## config.mk

```make
export PLATFORM = sky130hd
export DESIGN_NAME = game_sequencer
export DESIGN_NICKNAME = d
export VERILOG_FILES = /design/src/rtl/snake_pkg.sv /design/src/rtl/button_sync.sv /design/src/rtl/game_sequencer.sv
export SDC_FILE = /design/constraint.sdc
export NUM_CORES = 1
export LEC_CHECK = 0
export CAP_MARGIN = 0
export CORE_MARGIN = 2
export CORE_UTILIZATION = 30
export CTS_BUF_LIST = sky130_fd_sc_hd__clkbuf_4
export CTS_CLUSTER_SIZE = 10
export DETAILED_ROUTE_END_ITERATION = 10
export GPL_ROUTABILITY_DRIVEN = 0
export SYNTH_ARGS = -nofsm -noshare
export SYNTH_HDL_FRONTEND = slang
export SYNTH_SLANG_ARGS = --single-unit
```

## constraint.sdc

```tcl
create_clock -name clk -period 4.6 [get_ports clk]
set_input_delay 1.15 -clock clk [delete_from_list [all_inputs] [get_ports clk]]
set_output_delay 1.15 -clock clk [all_outputs]
set_load 0.02 [all_outputs]
```

## src/rtl/snake_pkg.sv

```systemverilog
// Shared encodings for the snake game: game states, move directions and button indices.
// Imported by the sequencer, the button front end and gamelogic.
package snake_pkg;

   typedef enum logic [1:0] {
      ST_IDLE = 2'd0,
      ST_PLAY = 2'd1,
      ST_WON  = 2'd2,
      ST_LOST = 2'd3
   } state_t;

   typedef enum logic [1:0] {
      DIR_LEFT  = 2'd0,
      DIR_RIGHT = 2'd1,
      DIR_UP    = 2'd2,
      DIR_DOWN  = 2'd3
   } dir_t;

   // Button vector bit i carries the button whose direction code is i.
   localparam int BTN_N = 4;

   // Left/right and up/down differ only in bit 0.
   function automatic dir_t dir_opposite(input dir_t d);
      return dir_t'(d ^ 2'b01);
   endfunction

endpackage

```

## src/rtl/button_sync.sv

```systemverilog
// Two-flop synchronizer plus registered rising-edge detect for the four raw buttons.
// press[i] is high for exactly one cycle, three cycles after button i first reads high.
module button_sync
   import snake_pkg::*;
(
   input  logic             clk,
   input  logic             rst,
   input  logic [BTN_N-1:0] btn,
   output logic [BTN_N-1:0] press
);

   logic [BTN_N-1:0] sync_p0;
   logic [BTN_N-1:0] sync_p1;
   logic [BTN_N-1:0] prev_p2;

   always_ff @(posedge clk) begin
      if (rst) begin
         sync_p0 <= '0;
         sync_p1 <= '0;
         prev_p2 <= '0;
         press   <= '0;
      end else begin
         sync_p0 <= btn;
         // metastability settles between p0 and p1; edge detect compares p1 with its delayed copy
         sync_p1 <= sync_p0;
         prev_p2 <= sync_p1;
         press   <= sync_p1 & ~prev_p2;
      end
   end

endmodule

```

## src/rtl/game_sequencer.sv

```systemverilog
// Snake game sequencer: game FSM, score-scaled move-tick generator and direction latch
// feeding gamelogic with step, direction and a one-cycle game_rst on every new game.
module game_sequencer
   import snake_pkg::*;
#(
   parameter int TICK_BASE  = 6250000,
   parameter int TICK_DEC   = 500000,
   parameter int LEVELS     = 8,
   parameter int LEVEL_STEP = 3,
   parameter int SCORE_W    = 5
)(
   input  logic               clk,
   input  logic               rst,
   input  logic               btnu,
   input  logic               btnd,
   input  logic               btnl,
   input  logic               btnr,
   input  logic [SCORE_W-1:0] score,
   input  logic               won,
   input  logic               lost,
   output logic               step,
   output logic [1:0]         direction,
   output logic [1:0]         game_state,
   output logic               game_rst,
   output logic [2:0]         level
);

   logic [BTN_N-1:0] press;
   logic             any_press;
   state_t           state_q;
   state_t           state_d;
   logic             start;
   logic [31:0]      tick_cnt;
   logic [31:0]      period;
   logic             tick_wrap;
   logic             level_up;
   logic [2:0]       level_q;
   dir_t             dir_q;
   dir_t             next_dir_q;
   dir_t             req_dir;
   logic             req_vld;

   button_sync u_button_sync (
      .clk   (clk),
      .rst   (rst),
      .btn   ({btnd, btnu, btnr, btnl}),
      .press (press)
   );

   assign any_press = |press;
   assign period    = 32'(TICK_BASE) - 32'(level_q) * 32'(TICK_DEC);
   assign tick_wrap = (state_q == ST_PLAY) && (tick_cnt >= period - 32'd1);
   assign level_up  = (32'(level_q) < 32'(LEVELS - 1)) &&
                      (32'(score) >= (32'(level_q) + 32'd1) * 32'(LEVEL_STEP));

   // Right beats left beats up beats down. A request that would reverse either the
   // committed or the already-pending direction is dropped.
   always_comb begin
      req_dir = DIR_DOWN;
      if (press[DIR_RIGHT])
         req_dir = DIR_RIGHT;
      else if (press[DIR_LEFT])
         req_dir = DIR_LEFT;
      else if (press[DIR_UP])
         req_dir = DIR_UP;
      req_vld = (state_q == ST_PLAY) && any_press &&
                (req_dir != dir_opposite(dir_q)) &&
                (req_dir != dir_opposite(next_dir_q));
   end

   always_comb begin
      state_d = state_q;
      start   = 1'b0;
      case (state_q)
         ST_IDLE: begin
            if (any_press) begin
               state_d = ST_PLAY;
               start   = 1'b1;
            end
         end
         ST_PLAY: begin
            if (won)
               state_d = ST_WON;
            else if (lost)
               state_d = ST_LOST;
         end
         ST_WON, ST_LOST: begin
            if (any_press)
               state_d = ST_IDLE;
         end
         default: state_d = ST_IDLE;
      endcase
   end

   always_ff @(posedge clk) begin
      if (rst)
         state_q <= ST_IDLE;
      else
         state_q <= state_d;
   end

   always_ff @(posedge clk) begin
      if (rst) begin
         tick_cnt   <= '0;
         step       <= 1'b0;
         game_rst   <= 1'b0;
         level_q    <= '0;
         dir_q      <= DIR_RIGHT;
         next_dir_q <= DIR_RIGHT;
      end else begin
         step     <= 1'b0;
         game_rst <= start;
         if (start) begin
            tick_cnt   <= '0;
            level_q    <= '0;
            dir_q      <= DIR_RIGHT;
            next_dir_q <= DIR_RIGHT;
         end else if (state_q == ST_PLAY) begin
            // direction and level commit on the same edge that raises step
            if (tick_wrap) begin
               tick_cnt <= '0;
               step     <= 1'b1;
               dir_q    <= next_dir_q;
               if (level_up)
                  level_q <= level_q + 3'd1;
            end else begin
               tick_cnt <= tick_cnt + 32'd1;
            end
            if (req_vld)
               next_dir_q <= req_dir;
         end
      end
   end

   assign direction  = dir_q;
   assign game_state = state_q;
   assign level      = level_q;

endmodule

```

Figure 1. Congestion heat map.
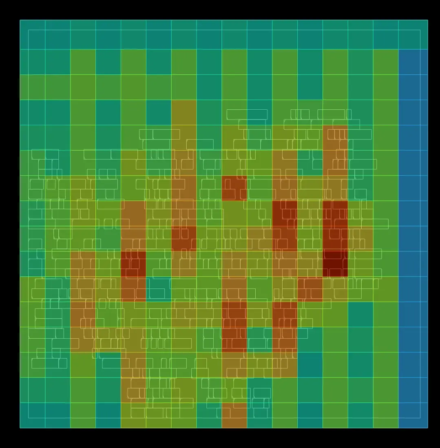
Final Util: 35.6%
WL/cell: 12.6 um
GRT Util Overall: 12.2%

Figure 2. Placement density heat map.
11 x 11 tiles, from white (low) to dark blue (high), 0 to 100% covered.
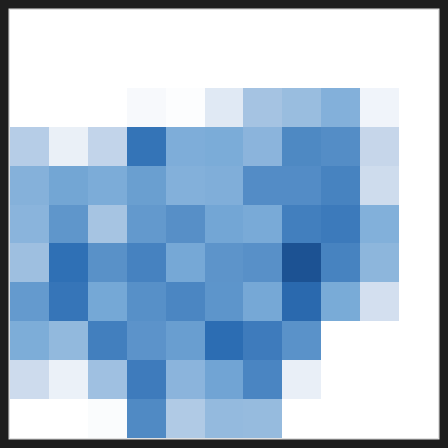
nearly empty tiles: 36%
mean over tiles: 31%
tiles over 75% full: 2.5%
fullest tile: 86%
emptiest ninth of the die: upper left

Figure 3. Wires at chosen ports, followed through buffers.
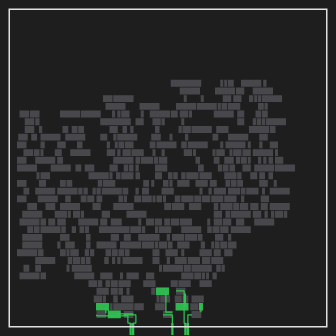
| colour | port | bits | direction | edge | end cells | buffers | wire |
|---|---|---|---|---|---|---|---|
| green | score | 5 | input | bottom | 5 | 5 | 74.8 um |

Figure 4. Signal wires on met1.
Supply wires on this layer in grey.
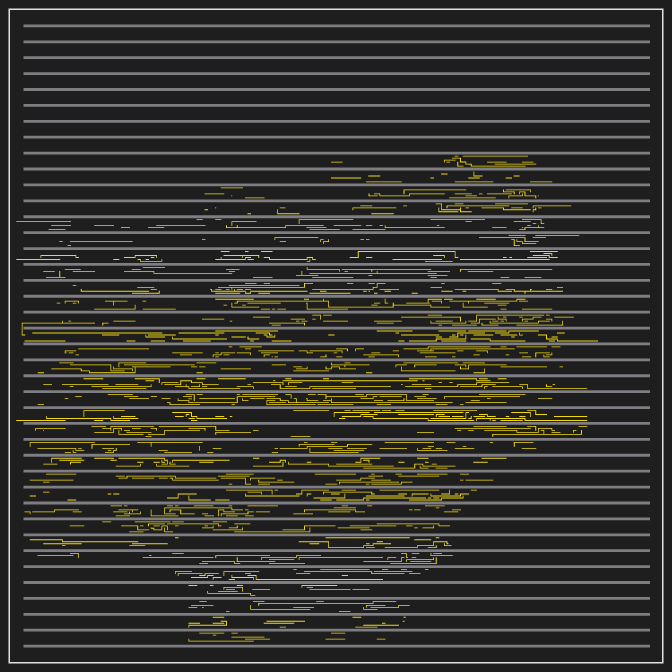
main direction: horizontal
share of all routed wire: 49%

Figure 5. Cell classes on the final placement.
Bar = 20 um. Fill, decap, tap and diode cells in grey.
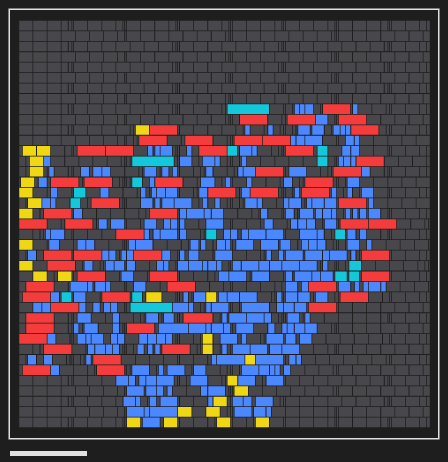
| colour | class | cells | share of their area |
|---|---|---|---|
| cyan | clock drivers and dummy loads | 16 | 4.9% |
| yellow | remaining buffers and delay cells | 27 | 6.7% |
| blue | remaining logic cells | 316 | 58% |
| red | registers | 59 | 31% |

==> impl_metrics.yaml <==
# generated from flow reports
route:
  postRouteAntennaNets: 0
  vias: 2711
  dr.first_iter.drc_count: 91
  routed_wl_um: 7080
  drc: 0
  viasPerCell: 4.83
synth:
  ys_async_sr_fraction_pct: 0
  synth-area-yosys_sq_um: 3470
  ys_seq_share_pct: 34.1
  edf_count: 0
  syn_area_sq_um: 3470
  ys.flop_type: "dfxtp_1"
  yosysTopAreaCell: "dfxtp_1"
  synth_top_cell_by_count: "dfxtp_1"
power_and_ir_drop:
  p_clk_mw: 0.489
  pg_comb_mw: 0.0631
  p_sw_mw: 0.253
  max-vdd-ir-drop_v: 0.000242
  p_comb_share_pct: 5.9
  clockPowerShare_pct: 45.4
  power_leakage_nw: 1.67
run_status:
  status: "finished, final reports clean"
final_timing:
  worst_slew_pin_slew_ns: 0.704
  hold-worst-slack_ns: 0.389
  setup_tns_ns: 0
  fin_ws_ns: 0.307
  fmax_ghz: 0.233
final_layout:
  sh_seq_area_pct: 29.2
  ff_count: 59
  top_register: "tick_cnt"
  largest_register_ffs: 32
  nonClkBufAreaFrac_pct: 6.39
  num_antenna_cells: 0
  nNonClkInverters: 19
  fin_area_sq_um: 4050
floorplan:
  die_x_um: 112
  fp-utilization_pct: 30.5
  well_tap_count: 143
worst_setup_path:
  cp-start-kind: "register"
  critPathMaxFanout: 10
  max_stage_delay_ns: 0.43
  worstPathRequired_ns: 4.92
  cp.depth: 17
  r2r_setup_slack_ns: 0.31
  crit_family: "simple AND/OR/NAND/NOR gates"
  r2r_start: "level[1]"
  worst-setup-path-type: "reg -> reg"
clock_tree:
  clk_path_buf_depth: 2
  worstSkewPairLatency_ns: 0.42
  hold_buffers: 0
  cts_buffers: 9
placement:
  place_area_sq_um: 3850
grt:
  antenna_found_initial: 0
  grt_pass1_wl_um: 12500
job:
  drv_cap: 0
min_path:
  holdCritPathClass: "reg -> reg"
## metal layers
layer,routed length [um],vias up,GRT usage (%)
met1,3450,1264,15.3
met5,0,-,0
met4,50,0,3.46
met3,235,5,3.70
li1,-,1409,-
met2,3340,33,20.2
## cell families (layout without fill, tap and decap cells)
kind of cell / after synthesis / count (layout) / share of synthesized area [%]
AND-OR/OR-AND: 58 / 58 / 10.1
XOR/XNOR: 38 / 38 / 9.60
adder cells (fa/ha/maj): 46 / 46 / 17.5
buffers and inverters: 27 / 62 / 3.54
flip-flops: 59 / 59 / 34.1
multiplexers: 4 / 4 / 1.19
AND/OR/NAND/NOR: 151 / 151 / 24.1
